--- config.mk ---
export PLATFORM = sky130hd
export DESIGN_NAME = bcd_scan_counter
export DESIGN_NICKNAME = d
export VERILOG_FILES = /design/src/rtl/bcd_scan_counter.sv
export SDC_FILE = /design/constraint.sdc
export NUM_CORES = 1
export LEC_CHECK = 0
export CAP_MARGIN = 20
export CORE_ASPECT_RATIO = 1.75
export CORE_MARGIN = 5
export CORE_UTILIZATION = 30
export DETAILED_ROUTE_END_ITERATION = 16
export DONT_BUFFER_PORTS = 1
export GPL_TIMING_DRIVEN = 1
export PLACE_DENSITY_LB_ADDON = 0.15
export SKIP_LAST_GASP = 1
export SYNTH_ARGS = -nofsm -noshare
export SYNTH_HDL_FRONTEND = slang
export SYNTH_SLANG_ARGS = --single-unit
--- constraint.sdc ---
create_clock -name clk -period 2.15 [get_ports clk]
set_clock_uncertainty 0.05 [all_clocks]
set_input_delay 0.5375 -clock clk [delete_from_list [all_inputs] [get_ports clk]]
set_output_delay 0.5375 -clock clk [all_outputs]
set_load 0.01 [all_outputs]
--- src/rtl/bcd_scan_counter.sv ---
// Four-digit BCD up-counter with prescaled tick, checked load, and a
// multiplexed display scanner for a 7-segment decoder. Updates on falling clk.
module bcd_scan_counter #(
  parameter int TICK_DIV = 10,
  parameter int SCAN_DIV = 4
) (
  input  logic        clk,
  input  logic        rst,
  input  logic        run,
  input  logic        clr,
  input  logic        load,
  input  logic [15:0] load_val,
  input  logic        blank_lz,
  output logic [3:0]  digit,
  output logic        dvalid,
  output logic [3:0]  dsel,
  output logic [15:0] count,
  output logic        carry,
  output logic        err
);

  localparam logic [15:0] TICK_MAX = 16'(TICK_DIV - 1);
  localparam logic [15:0] SCAN_MAX = 16'(SCAN_DIV - 1);

  logic [15:0] pre;
  logic [15:0] scan_cnt;
  logic [1:0]  idx;

  logic        load_ok;
  logic [15:0] count_inc;
  logic        inc_c;
  logic [1:0]  msd;
  logic [3:0]  cur_digit;

  always_comb begin
    load_ok = 1'b1;
    for (int i = 0; i < 4; i++) begin
      if (load_val[4*i +: 4] > 4'd9) load_ok = 1'b0;
    end
  end

  // Ripple BCD increment; inc_c left high means every digit was 9.
  always_comb begin
    count_inc = count;
    inc_c     = 1'b1;
    for (int i = 0; i < 4; i++) begin
      if (inc_c) begin
        if (count[4*i +: 4] == 4'd9) begin
          count_inc[4*i +: 4] = 4'd0;
        end else begin
          count_inc[4*i +: 4] = count[4*i +: 4] + 4'd1;
          inc_c = 1'b0;
        end
      end
    end
  end

  always_comb begin
    msd = 2'd0;
    for (int i = 1; i < 4; i++) begin
      if (count[4*i +: 4] != 4'd0) msd = 2'(i);
    end
  end

  always_comb begin
    case (idx)
      2'd0:    cur_digit = count[3:0];
      2'd1:    cur_digit = count[7:4];
      2'd2:    cur_digit = count[11:8];
      default: cur_digit = count[15:12];
    endcase
  end

  always_ff @(negedge clk or negedge rst) begin
    if (!rst) begin
      count <= 16'h0000;
      pre   <= 16'd0;
      carry <= 1'b0;
      err   <= 1'b0;
    end else begin
      carry <= 1'b0;
      if (clr) begin
        count <= 16'h0000;
        pre   <= 16'd0;
        err   <= 1'b0;
      end else if (load) begin
        pre <= 16'd0;
        if (load_ok) count <= load_val;
        else         err   <= 1'b1;
      end else if (run) begin
        if (pre == TICK_MAX) begin
          pre   <= 16'd0;
          count <= count_inc;
          carry <= inc_c;
        end else begin
          pre <= pre + 16'd1;
        end
      end
    end
  end

  // The scanner free-runs regardless of run/clr/load so the display never stalls.
  always_ff @(negedge clk or negedge rst) begin
    if (!rst) begin
      scan_cnt <= 16'd0;
      idx      <= 2'd0;
    end else if (scan_cnt == SCAN_MAX) begin
      scan_cnt <= 16'd0;
      idx      <= idx + 2'd1;
    end else begin
      scan_cnt <= scan_cnt + 16'd1;
    end
  end

  always_ff @(negedge clk or negedge rst) begin
    if (!rst) begin
      digit  <= 4'd0;
      dsel   <= 4'b1110;
      dvalid <= 1'b1;
    end else begin
      digit  <= cur_digit;
      dsel   <= ~(4'b0001 << idx);
      dvalid <= !blank_lz || (idx <= msd);
    end
  end

endmodule

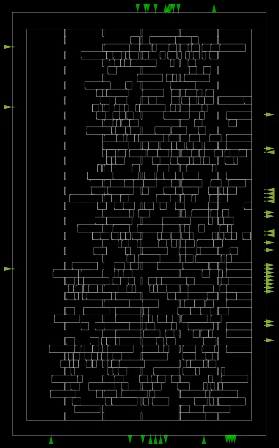
Figure 1: run 1, cell outlines without signal wires.
Fillers: 1145
fin util: 0.394
Rows: 52

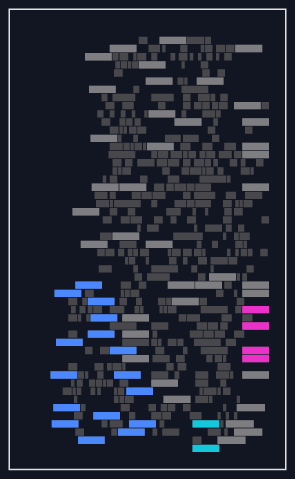
Figure 2: run 1, sequential cells grouped by signal name.
Drawn at 3 px/um.
Blue shows scan_cnt, sequential cells 16. Magenta shows digit, sequential cells 4. Cyan shows idx, sequential cells 2.
FF/Latch Area: 1530 um2
Power Sequential: 0.00126 W

==> notes.md, run 1 <==
fresh numbers from the pnr run: GRT overflow=0, final hold slack=~360 ps, Mapped Area=3500 um2, Max Root-Sink Buffers=2, sequential element share of the synthesized area=0.437, slew of the pin with the lowest slew margin=331 ps, ant diodes=0, Slew Viols, Final=0, worst setup path class=in -> reg, crit path launch type=primary input, Max-area cell share=0.407, crit-path max FO=5, PD cells=697 nW/um2, logic gate share of total power=0.136, chip area=14000 um2, post-synthesis net count=386, leakage power=1.94 nW, Logic area=2030 um2, Yosys top cell by area=dfrtn_1, core footprint=approximately 12000 um2, placed insts=515, Pre-antenna DRT Iters=5, Hold-fix buffers, CTS=0, Int Pwr=roughly 0.0023 W, final non-filler cell total=approximately 540, clock share of power=0.464, Yosys Instances=354, Post-Synthesis Cells=~350, layout cells sized above 1=0.311, CTS H-Tree Depth=3, fp util=0.304, drt initial violations=112, Synth top cells by count=dfrtn_1 (57), nand2_1 (29), nor2_1 (25), DRC=0, Crit path arrival time=1670 ps, vias in the first global route=2958, Clk Latency, worst-skew pair=roughly 340 ps, vias=2925, final wirelength=between 9 and 10 mm, worst-case reg-to-reg path depth=6, critical path required time=1210 ps, Fin. Hold Viols=0, Syn Area/Cell=9.89 um2, initial antenna violation count=0, post-route setup slack=-460 ps, Worst VDD drop=0.422 mV, Top FF cell, synth=dfrtn_1, gr usage total=0.147, max_cap viols=0, Die H=153 um, yosys warning tally=0, area delta synth->final=29.5%, ys flops=61, Final setup viols=58, Design Area, Final=4540 um2, Avg Vias per Cell=5.39, Yosys cell types=approximately 70, worst hold-check path type=reg -> reg, Post-synth EDFFs=0, TritonCTS Buffers=9, Reg power frac=0.400, IO buf count=0, yosys stat area=3500 um2, # IOs=49, largest net degree at the start of global routing=62, placed inst area=3990 um2, ANT nets after route=0, DP HPWL=7.50 mm, Root Buffer=clkbuf_16, Sink Count=61, CTS tree=built, Routed WL per cell=18.3 um, Yosys top cell by instances=dfrtn_1, Place WS=-886 ps, Final nets=435, status=finished with violations, GPL Wtd Cong=0.774, Async SR Flop Fraction=1.00, clock-pin slew on the worst setup and hold paths=50 ps, WHS Path Cells=1, global-route wire length before repair=16.0 mm, violated checks=negative setup slack, setup TNS=-17180 ps, slew margin rel.=0.780, sw power=0.000852 W, DIE WIDTH=91.7 um, Main area contributors=dfrtn_1 (41%), ha_1 (3.6%), nand2_1 (3.1%), RSZ-0062 raised after global routing=yes, Sw Share=0.270, Critical Path End Type=flip-flop, tool warnings=38
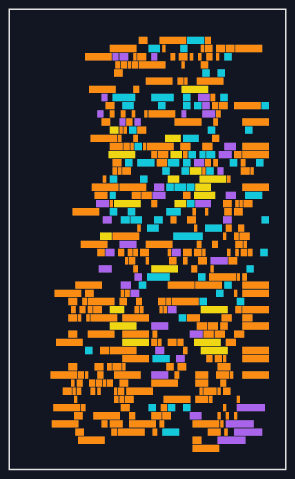
Figure 3: run 1, sizing map.
Drawn at 3 px/um.
Orange shows drive 1 or less, cells 281, share 69%. Yellow shows drive 6 and up, cells 20, share 4.9%. Cyan shows drive 3 to 4, cells 66, share 16%. Purple shows drive 2, cells 41, share 10%.

==> run 1: stage by stage <==
stage / total power (W) / utilization
2_1_floorplan: 0.00156 / -
3_3_place_gp: 0.00169 / 0.347
3_5_place_dp: 0.00169 / 0.347
4_1_cts: 0.00317 / 0.385
5_1_grt: 0.00331 / 0.394
6_report: 0.00316 / 0.394
==> run 1: flip-flops by register name (all words and copies together) (netlist names) <==
signal	count
idx	2
carry	1
count	16
scan_cnt	16
dvalid	1
dsel	4
err	1
digit	4
pre	16
==> run 1: layout by cell type (no fill, tap or decap), drive strengths merged, types with 5 or more instances in the layout <==
cell / netlist / final
nand3: 17 / 17
nor2: 25 / 25
nor4: 9 / 9
xor2: 12 / 12
and2: 6 / 6
clkbuf: 9 / 12
nand2: 29 / 29
inv: 18 / 24
dfrtn: 57 / 57
o41ai: 5 / 5
nand4: 12 / 12
a21oi: 11 / 11
ha: 10 / 10
nor3: 7 / 7
nor2b: 8 / 8
xnor2: 12 / 12
o21ai: 20 / 20
mux2i: 5 / 5
buf: 7 / 51
==> run 1: final timing paths <==
kind	from	end	slack, ps
max	load_val[9]	count[8]	-460
min in group asynchronous	rst	scan_cnt[9]	800
max reg2reg	count[0]	count[9]	70
min	scan_cnt[0]	scan_cnt[0]	360
min reg2reg	scan_cnt[0]	scan_cnt[0]	360
max in group asynchronous	rst	dvalid	990
==> run 1: routing by layer <==
layer	global-route usage	vias up	share of wire
li1	-	1398	-
met2	0.284	61	0.58
met5	0	-	0
met4	0.0554	0	0.020
met1	0.142	1454	0.34
met3	0.0457	12	0.052
==> run 1: power groups by stage <==
stage	clock [W]	sequential, W	combinational (W)
floorplan	0.0000145	0.00129	0.000255
global placement	0.0000145	0.00129	0.000386
detailed placement	0.0000145	0.00129	0.000389
CTS	0.00149	0.00127	0.000411
global route	0.00156	0.00127	0.000472
finish	0.00147	0.00126	0.000431
==> run 1: repair_timing <==
item	in CTS	in global routing
gates cloned	0	0
resized	26	16
pin swaps	7	6
setup endpoints to repair	54	59
setup buffers	5	5
==> run 1: cell families after synthesis <==
| family | after synthesis | synth area share |
|---|---|---|
| AND/OR/NAND/NOR | 141 | 0.237 |
| AND-OR/OR-AND | 77 | 0.154 |
| XOR/XNOR | 24 | 0.0600 |
| adder cells (fa/ha/maj) | 10 | 0.0357 |
| multiplexers | 7 | 0.0218 |
| flip-flops | 61 | 0.437 |
| buffers and inverters | 34 | 0.0547 |
==> run 1: area by class of cell <==
type	instances	share of cell area
Multi-Input combinational cell	259	0.448
Sequential cell	61	0.338
Timing Repair Buffer	51	0.0946
Clock buffer	12	0.0590
Tap cell	135	0.0372
Inverter	17	0.0141
Clock inverter	8	0.00910
==> run 1: critical path, cell delays in order <==
cell and delay [ps]:
o21ai_4 190, a41oi_4 140, a21o_1 230, mux2_4 310, a311o_1 260
Figure 4. Signal wires on met3 (run 1).
Drawn at 2 px/um. Cells faint in the background.
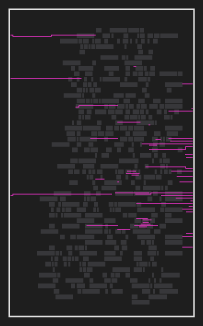

==> inputs of run 2 (changes only) <==
PLACE_DENSITY_LB_ADDON = default   (was 0.15)
SLEW_MARGIN = 40   (was default)
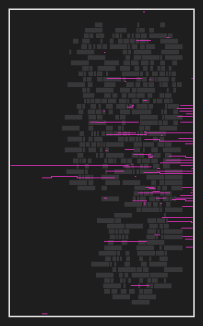
Figure 5: run 2, signal wires on met3.
Drawn at 2 px/um. Cells faint in the background.
The longest straight run is 58.6 um. The layer holds 6.1% of the routed length. The wires run mostly horizontal.

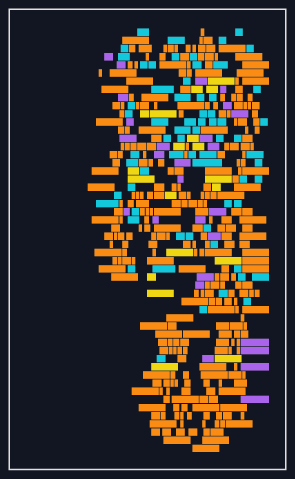
Figure 6: run 2, sizing map.
Drawn at 3 px/um.
Purple shows drive 2, cells 27, share 6.7%. Orange shows drive 1 or less, cells 292, share 72%. Yellow shows drive 6 and up, cells 19, share 4.7%. Cyan shows drive 3 to 4, cells 66, share 16%.
Design Area, Final: 4420 um2
area delta synth->final: 26.3%
post-route setup slack: -467 ps
Non-clk bufs: 47

==> run 2 against run 1 <==
Net effect:
- the flow still finishes with violations (negative setup slack)
- setup slack lost 7.1 ps
- non-clock buffer count shrank 4
- synthesized area is the same
- critical endpoint unchanged
==> notes.md, run 2 <==
fresh numbers from the pnr run: max_cap viols=0 (unchanged), post-route setup slack=-467 ps (-7.10 ps), Routed WL per cell=17.3 um (-5.5%), violated checks=negative setup slack, Yosys top cell by instances=dfrtn_1, layout cells sized above 1=0.277 (-0.0340), IO buf count=0 (unchanged), Fillers=1089 (-4.9%), Regs by FF count=count: 16 flops, pre: 16 flops, scan_cnt: 16 flops, WHS Path Cells=1 (unchanged), TritonCTS Buffers=9 (unchanged), post-synthesis net count=386 (unchanged), Final nets=431 (-0.92%), Slew Viols, Final=0 (unchanged), Rows=52 (unchanged), DIE WIDTH=91.7 um (unchanged), Logic area=1980 um2 (-2.6%), core footprint=11500 um2 (unchanged), Mapped Area=3500 um2 (unchanged), Post-synth EDFFs=0 (unchanged), Reg power frac=0.407 (+0.007), sequential element share of the synthesized area=0.437 (unchanged), Int Pwr=0.00222 W (-3.6%), ys flops=61 (unchanged), GPL Wtd Cong=0.824 (+6.4%), Hold-fix buffers, CTS=0 (unchanged), Hold Path End=scan_cnt[0], clock-pin slew on the worst setup and hold paths=50 ps (about the same), critical path required time=1210 ps (about the same), yosys stat area=3500 um2 (unchanged), Main area contributors=dfrtn_1 (41%), ha_1 (3.6%), nand2_1 (3.1%), leakage power=1.91 nW (-1.8%), Final setup viols=53 (-8.6%), crit-path max FO=8 (+3), CTS tree=built, DP HPWL=6.99 mm (-6.8%), DRC=0 (unchanged), Commonest Layout Cell=dfrtn_1, gr usage total=0.136 (-0.0116), Crit path arrival time=1670 ps (about the same), Fin. Hold Viols=0 (unchanged), crit path launch type=primary input, tool warnings=38 (unchanged), RSZ-0062 raised after global routing=yes, Synth top cells by count=dfrtn_1 (57), nand2_1 (29), nor2_1 (25), placed inst area=3970 um2 (-0.56%), ANT nets after route=0 (unchanged), Max-area cell share=0.407 (unchanged), commonest cells after routing, fill and taps aside=dfrtn_1 (57), buf_4 (41), nand2_1 (27), sw power=0.000884 W (+3.8%), Syn Area/Cell=9.89 um2 (unchanged), chip area=14000 um2 (unchanged), hold path start=scan_cnt[0], slew margin rel.=0.593 (-0.187), Sw Share=0.284 (+0.0149), drt initial violations=92 (-18%), vias=2931 (+0.21%), worst-case reg-to-reg path depth=6 (unchanged), Async SR Flop Fraction=1.00 (unchanged), ant diodes=0 (unchanged), # IOs=49 (unchanged), final hold slack=363 ps (-1.56 ps), logic gate share of total power=0.136 (about the same), Root Buffer=clkbuf_16, GRT overflow=0 (unchanged), clock share of power=0.457 (-0.007), Yosys Instances=354 (unchanged), Top FF cell, synth=dfrtn_1, Max Root-Sink Buffers=2 (unchanged), largest net degree at the start of global routing=62 (unchanged), status=finished with violations, Place WS=-860 ps (+26.6 ps), Die H=153 um (unchanged), Sink Count=61 (unchanged), Clk Latency, worst-skew pair=340 ps (about the same), CTS H-Tree Depth=3 (unchanged), r2r endpoint=count[9], PD cells=703 nW/um2 (+0.84%), Post-Synthesis Cells=354 (unchanged), Worst VDD drop=0.315 mV (-25%), slew of the pin with the lowest slew margin=605 ps (+274 ps), Yosys top cell by area=dfrtn_1
==> run 2: cell types whose count changed in the layout (fill, tap and decap cells not counted), moves of 2 or more <==
cell | previous run | this run
inv_6 | 1 | 3
nor2_1 | 17 | 22
o21ai_1 | 3 | 8
nor2_2 | 6 | 2
buf_4 | 43 | 41
inv_4 | 2 | 0
clkinv_4 | 0 | 3
o21ai_2 | 6 | 2
buf_8 | 2 | 0
==> run 2: critical path, cell delays in order <==
cell     delay [ps]
and4b_1         190
nand4_2         140
a21o_4          260
mux2_4          290
a311o_1         260
==> run 2: worst max-delay path by stage <==
stage,startpoint,endpoint,slack [ps],depth (start not counted)
2_1_floorplan,run,count[8],-780,5
3_3_place_gp,load_val[6],count[8],-850,5
3_5_place_dp,load_val[6],count[8],-860,5
4_1_cts,dsel[3],dsel[3],-460,0
5_1_grt,run,count[8],-480,5
6_report,run,count[8],-470,5
==> run 2: timing repair <==
item	4_1_cts	5_1_grt
pin swaps	6	8
setup endpoints to repair	53	52
buffers inserted	6	3
resized	17	7
==> run 2: power by group through the flow <==
stage	Combinational, W	Clock, W	Sequential [W]
4_1_cts	0.000418	0.00146	0.00127
2_1_floorplan	0.000255	0.0000145	0.00129
3_3_place_gp	0.000379	0.0000145	0.00129
3_5_place_dp	0.000383	0.0000145	0.00129
6_report	0.000421	0.00142	0.00127
5_1_grt	0.000452	0.00153	0.00127
==> run 2: kinds of logic after synthesis <==
group / after synthesis / share of synthesized area
muxes: 7 / 0.0218
DFF: 61 / 0.437
adders and majority gates: 10 / 0.0357
xor gates and xnor gates: 24 / 0.0600
buffers and inverters: 34 / 0.0547
and+or+nand+nor: 141 / 0.237
AOI/OAI and AO/OA: 77 / 0.154
==> run 2: metal layers <==
| layer | up-vias | track usage | part of all wire |
|---|---|---|---|
| li1 | 1400 | - | - |
| met1 | 1416 | 0.127 | 0.35 |
| met2 | 88 | 0.245 | 0.54 |
| met3 | 27 | 0.0413 | 0.061 |
| met4 | 0 | 0.0950 | 0.051 |
| met5 | - | 0 | 0 |
==> run 2: final cells by class <==
class / count / share of cell area
clock buffers: 9 / 0.0509
clock inverters: 11 / 0.0178
inverters: 17 / 0.0144
multi-input cells: 259 / 0.448
flip-flops and latches: 61 / 0.346
well taps: 135 / 0.0382
repair buffers: 47 / 0.0848
==> run 2: stage by stage <==
stage                util  TNS [ps]  cells
global placement    0.345    -17430    512
CTS                 0.382    -15810    537
detailed placement  0.345    -17780    512
floorplan               -    -15470    354
finish              0.384    -15790    539
global route        0.384    -17110    539
Figure 7. Placement by cell class (run 2).
Drawn at 4 px/um.
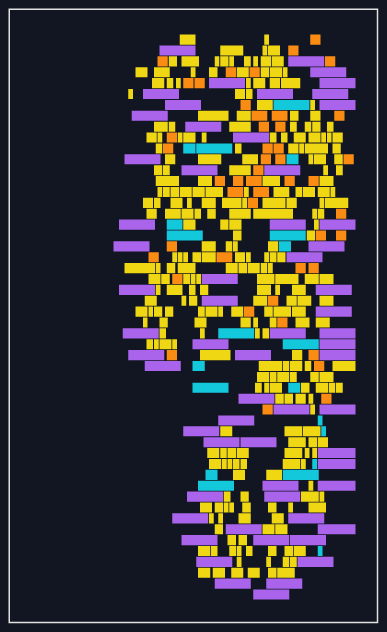

==> inputs of run 3 (changes only) <==
CORE_ASPECT_RATIO = 0.7   (was 1.75)
PLACE_DENSITY_LB_ADDON = 0.08   (was default)
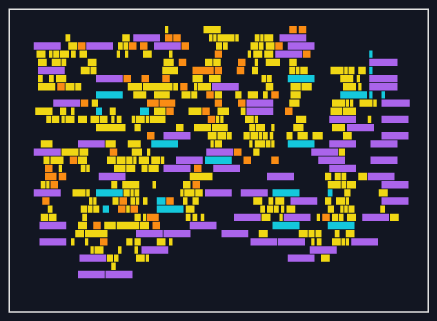
Figure 8: run 3, placement by cell class.
Drawn at 3 px/um.
Purple shows flip-flops, cells 61, share of their area 35%. Yellow shows all other logic, cells 276, share of their area 47%. Cyan shows clock drivers and dummy loads, cells 20, share of their area 7.5%. Orange shows other buffers and delay cells, cells 54, share of their area 10%.
Seq area share: 0.337
Rows: 33
fin util: 0.393

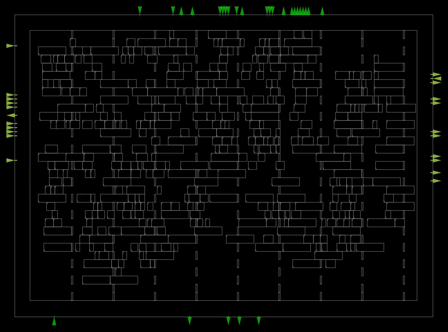
Figure 9: run 3, cell outlines without signal wires.
Tapcell Cnt: 157
FF+latch count: 61
final non-filler cell total: 568
Fillers: 1153
core footprint: 11600 um2

==> run 3 against run 2 <==
Net effect:
- the run still ends with negative setup slack left
- largest cell class unchanged
- sequential share of layout area is 0.94 points lower
- count of clock-buffer cells in the layout is 2 higher
- synthesized cell count unchanged
- setup slack got worse by 8.3 ps
- sequential cell count unchanged
- global-route usage rose by 1.6 points
- clock power grew 6%
- design area increased by 2.8%
- combinational power up 4.8%
- core utilization is 0.92 points higher
- power up 3.6%
- sequential power barely moved
==> notes.md, run 3 <==
fresh numbers from the pnr run: status=finished with violations, violated checks=negative setup slack, WP buf/inv=0 (unchanged), Routed WL per cell=17.7 um (+2.1%), Max-area cell share=0.407 (unchanged), FF/Latch Area=1530 um2, fp util=0.303, leakage power=1.96 nW (+2.8%), clock share of power=0.468 (+0.011), Logic area=1990 um2 (+0.69%), cell family with most CP delay=AND-OR/OR-AND gates, Regs by FF count=count: 16 flops, pre: 16 flops, scan_cnt: 16 flops, sw power=0.000870 W (-1.6%), Main area contributors=dfrtn_1 (41%), ha_1 (3.6%), nand2_1 (3.1%), Commonest Layout Cell=dfrtn_1, initial antenna violation count=0, Sw Share=0.270 (-0.0143), RR Startpoint=count[3], r2r endpoint=count[11], DIE WIDTH=139 um (+52%), Fin. Hold Viols=0 (unchanged), WHS Path Cells=1 (unchanged), final hold slack=370 ps (+6.79 ps), crit path launch type=primary input, post-synthesis net count=386 (unchanged), sequential element share of the synthesized area=0.437 (unchanged), max_cap viols=0 (unchanged), Post-synth EDFFs=0 (unchanged), tool warnings=38 (unchanged), chip area=14000 um2 (-0.36%), hold path start=scan_cnt[0], DP HPWL=7.32 mm (+4.7%), yosys stat area=3500 um2 (unchanged), CP max stage cell=mux2_4, vias=2864 (-2.3%), Slew Viols, Final=0 (unchanged), gr usage total=0.151 (+0.0157), Yosys top cell by instances=dfrtn_1, Post-Synthesis Cells=354 (unchanged), crit-path max FO=8 (unchanged), Crit path largest cell delay=290 ps (about the same), Synth top cells by count=dfrtn_1 (57), nand2_1 (29), nor2_1 (25), DRC=0 (unchanged), worst setup path class=in -> reg, Int Pwr=0.00235 W (+5.6%), GRT overflow=0 (unchanged), largest net degree at the start of global routing=62 (unchanged), ys flops=61 (unchanged), layout cells sized above 1=0.292 (+0.0147), ANT nets after route=0 (unchanged), PD cells=708 nW/um2 (+0.75%), Reg power frac=0.395 (-0.012), Mapped Area=3500 um2 (unchanged), logic gate share of total power=0.137 (about the same), TritonCTS Buffers=9 (unchanged), Crit path arrival time=1680 ps (about the same), slew margin rel.=0.705 (+0.112), CTS tree=built, Async SR Flop Fraction=1.00 (unchanged), Max Root-Sink Buffers=2 (unchanged), post-route setup slack=-476 ps (-8.34 ps), area delta synth->final=29.9%, # IOs=49 (unchanged), Yosys top cell by area=dfrtn_1, Yosys Instances=354 (unchanged), Worst VDD drop=0.388 mV (+23%), Top FF cell, synth=dfrtn_1, global-route wire length before repair=16.4 mm, Pre-antenna DRT Iters=4, Sink Count=61 (unchanged), commonest cells after routing, fill and taps aside=dfrtn_1 (57), buf_4 (49), nand2_1 (27), crit-path cells=and4b_1 > nand4_2 > a21o_4 > mux2_4 > a311o_1, drt initial violations=148 (+61%), Clk Latency, worst-skew pair=340 ps (about the same), RSZ-0062 raised after global routing=yes, critical path required time=1210 ps (about the same), Syn Area/Cell=9.89 um2 (unchanged), CTS H-Tree Depth=3 (unchanged), slew of the pin with the lowest slew margin=442 ps (-163 ps), Die H=100 um (-34%), clock-pin slew on the worst setup and hold paths=40 ps (about the same), Hold Path End=scan_cnt[0], GPL Wtd Cong=0.806 (-2.1%), setup TNS=-16030 ps (-235 ps), Critical Path End Type=flip-flop, worst hold-check path type=reg -> reg, Root Buffer=clkbuf_16, Final nets=438 (+1.6%), IO buf count=0 (unchanged), final wirelength=between 10 and 15 mm, ant diodes=0 (unchanged), worst-case reg-to-reg path depth=7 (+1), Final setup viols=53 (unchanged), total chip power=about 0.0032 W
==> run 3: cell counts after synthesis <==
Identical to the previous run, type by type.
==> run 3: per-stage QoR <==
| step | util | instance area [um2] | setup slack, ps | std cells |
|---|---|---|---|---|
| after CTS | 0.389 | 4500 | -468 | 567 |
| after detailed placement | 0.351 | 4060 | -861 | 542 |
| final | 0.393 | 4550 | -476 | 568 |
| after global placement | 0.351 | 4060 | -828 | 542 |
| after global routing | 0.393 | 4550 | -513 | 568 |
| after floorplan | - | 3670 | -780 | 354 |
==> run 3: metal layers <==
| layer | global-route usage | up-vias | part of all wire |
|---|---|---|---|
| met5 | 0 | - | 0 |
| met4 | 0.0466 | 0 | 0.011 |
| met3 | 0.0643 | 9 | 0.077 |
| met2 | 0.209 | 65 | 0.41 |
| met1 | 0.214 | 1383 | 0.50 |
| li1 | - | 1407 | - |
==> run 3: cells by family after synthesis <==
logic type                 Yosys count  synth area share
DFF                                 61             0.437
xor gates and xnor gates            24            0.0600
and+or+nand+nor                    141             0.237
muxes                                7            0.0218
buffers and inverters               34            0.0547
AOI/OAI and AO/OA                   77             0.154
adders and majority gates           10            0.0357
==> run 3: area by class of cell <==
cell class                 instances  area share
clock inverter                     9      0.0110
sequential                        61       0.337
inverter                          17      0.0140
multi-input combinational        259       0.439
clock buffer                      11      0.0605
tap                              157      0.0432
timing repair buffer              54      0.0960
==> run 3: worst max path at each step <==
stage / startpoint / end / slack, ps / depth (start not counted)
4_1_cts: run / count[8] / -470 / 5
3_3_place_gp: run / count[8] / -830 / 5
6_report: run / count[8] / -480 / 5
3_5_place_dp: run / count[8] / -860 / 5
2_1_floorplan: run / count[8] / -780 / 5
5_1_grt: run / count[8] / -510 / 5
==> run 3: power groups by stage <==
stage	logic, W	clock network, W	registers, W
2_1_floorplan	0.000255	0.0000145	0.00129
3_3_place_gp	0.000393	0.0000145	0.00129
3_5_place_dp	0.000391	0.0000145	0.00129
4_1_cts	0.000427	0.00157	0.00127
5_1_grt	0.000478	0.00162	0.00128
6_report	0.000441	0.00151	0.00127
==> run 3: timing repair <==
| item | in CTS | in global routing |
|---|---|---|
| buffers inserted | 6 | 1 |
| pin swaps | 5 | 4 |
| endpoints found under the setup margin | 52 | 54 |
| hold buffers | 0 | 0 |
| resized | 16 | 8 |
No activity file was given, so power comes from the tool's default toggle rates.
